Routing congestion map:
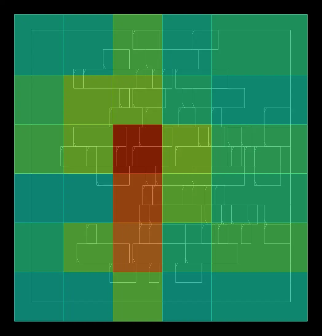
Placement by cell class:
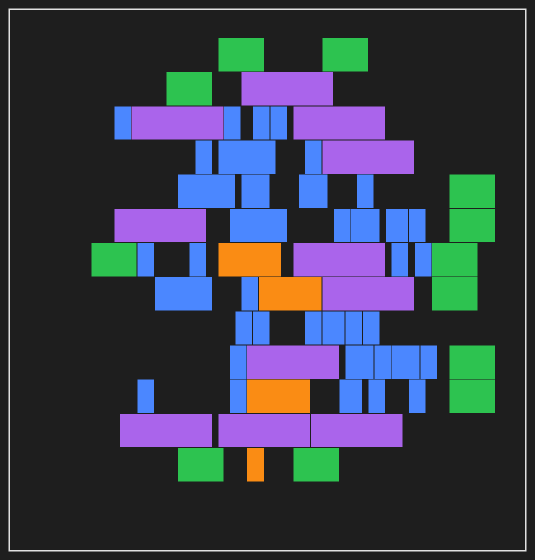
Wire density map:
Bar = 10 µm. The die is cut into 8 by 9 equal tiles; dark blue is low, red is high, scaled to the fullest tile. Values are wire area over tile area, all layers added.
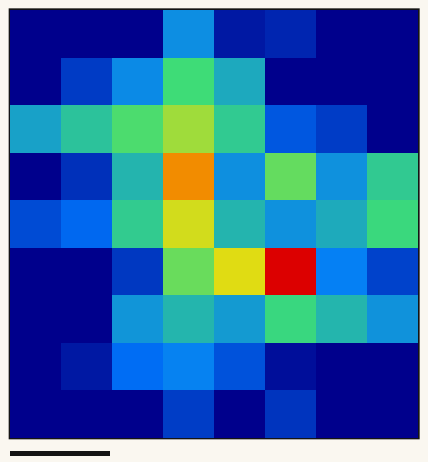
Design ram_phase_sched, sky130hd; sources not shown.
==> metrics.csv <==
stage;metric;value;unit
timing;setup_viol;0;
setup_path;worstPathRequired;1.61;ns
setup_path;cp_max_fo;5;
timing;worst_pin_slew;0.217;ns
final_layout;final_cells;81;
clock_tree;cts_buffers;3;
final_layout;area_delta_synth_final;44.7;%
power;ir_drop;0.362;mV
yosys;ys_warn_count;0;
clock_tree;cts_setup_buffers;0;
placed_design;place_inst;77;
timing;finalMaxSlewViolations;0;
timing;period_used_share;0.843;
timing;fin_crit;1.94;ns
min_path;min_path_type;reg -> reg;
timing;fin_tns_setup;0;ns
yosys;synth_flops;11;
clock_tree;post_cts_resized;0;
setup_path;slowest_stage;clkdlybuf4s50_1;
clock_tree;root_buffer;clkbuf_8;
setup_path;critical_path.top_delay_family;buffers and inverters;
yosys;topCellsByArea;dfxtp_1 53%, ha_1 12%, nand2_1 10%, inv_1 8.2%, nor2_1 4.5%;
timing;rsz0062_at_grt;no;
yosys;yosysCellCount;49;
floorplanning;design.die.area;1760;µm²
placed_design;detailed_place_hpwl;460;µm
global_routing;grt-ovfl-total;0;
placed_design;pre_cts_ws;0.603;ns
yosys;postSynthAreaPerCell;8.45;µm²
power;p_leak;0.297;nW
setup_path;crit_arrival;1.25;ns
placed_design;placed_area;554;µm²
setup_path;critPathKind;reg -> out;
global_routing;grt_max_degree;7;
setup_path;crit_path_cell_trace;clkdlybuf4s50_1;
clock_tree;clock_latency;0.23;ns
floorplanning;initial_utilization;0.299;
setup_path;r2r_cells;4;
timing;hold_violations;0;
route;via_per_inst;3.88;
setup_path;critPathBufInv;1;
clock_tree;cts_tree;yes;
final_layout;fillers;134;
route;drc;0;
setup_path;crit_path_start_kind;flop;
floorplanning;die-height;43;µm
yosys;common_cells;11 x dfxtp_1, 11 x nand2_1, 9 x inv_1, 5 x nor2_1, 4 x ha_1;
outcome;run_status;completed;
timing;max-slew-margin-rel;0.855;
final_layout;largest_reg_flops;2;
route;dr.pass1.iters;2;
yosys;flop_cell;dfxtp_1;
yosys;yosys_area;414;µm²
yosys;synthDistinctLibCells;11;
final_layout;num_antenna_cells;0;
yosys;netlist_instances;49;
setup_path;r2r_slack;1.16;ns
yosys;edf_count;0;
yosys;yosysTopAreaCell;dfxtp_1;
setup_path;cp.depth;1;
yosys;top_cell_area_share;0.532;
power;power-per-cell-area;764;nW/µm²
run;maxCapViolCount;0;
route;dr.first_iter.drc_count;2;
clock_tree;cts_hold_buffers;0;
Back to the opening pictures, 'routing congestion map':
grt met3 use: 0.0314
met2 Track Usage GR: 0.106
gr usage total: 0.0807

Back to the opening pictures, 'placement by cell class':
| class | color | cells | share of their area |
|---|---|---|---|
| remaining buffers and delay cells | green | 12 | 21% |
| remaining logic cells | blue | 38 | 33% |
| clock drivers and dummy loads | orange | 4 | 7.8% |
| sequential cells | purple | 11 | 38% |
Seq area share: 0.367
area of the core: 1380 µm²

Back to the opening pictures, 'wire density map':
emptiest ninth of the die: upper right
densest ninth of the die: center
fullest tile: 0.24
routed len/inst: 7.22 µm
drt total wl: 585 µm
vias: 314

[where the power goes]
group	switching [mW]	internal (mW)	total (mW)
registers	0.00683	0.205	0.211
logic	0.0349	0.0341	0.0690
clock network	0.0611	0.116	0.177
total	0.103	0.355	0.458
[stage by stage]
stage | power [mW] | utilization
2_1_floorplan | 0.253 | -
5_1_grt | 0.485 | 0.433
3_3_place_gp | 0.283 | 0.401
3_5_place_dp | 0.285 | 0.401
4_1_cts | 0.465 | 0.433
6_report | 0.458 | 0.433
[placed cells by master, fill, tap and decap left out, drive strengths merged]
master and n:
clkbuf 3, nand2 12, a21oi 2, ha 4
clkdlybuf4s50 12, dfxtp 11, nor2 8, inv 11
nand3 1, or2 1
[metal layers]
layer,vias up,track usage,share of wire
met5,-,0,0
met4,0,0.0600,0
met3,0,0.0314,0.079
met2,8,0.106,0.45
met1,132,0.101,0.47
li1,174,-,-
[cells by family after synthesis]
group,after synthesis,synth area share
flops,11,0.532
compound gates,2,0.0242
buf+inv,10,0.0906
fa+ha+maj,4,0.121
simple gates,22,0.233
[area by class of cell]
class / count / area, µm² / area share
flip-flops and latches: 11 / 220 / 0.367
well taps: 16 / 20.0 / 0.0334
clock inverters: 1 / 3.75 / 0.00626
clock buffers: 3 / 41.3 / 0.0689
multi-input cells: 28 / 156 / 0.261
inverters: 10 / 37.5 / 0.0626
repair buffers: 12 / 120 / 0.200
Power is estimated from default activity; no workload was simulated.
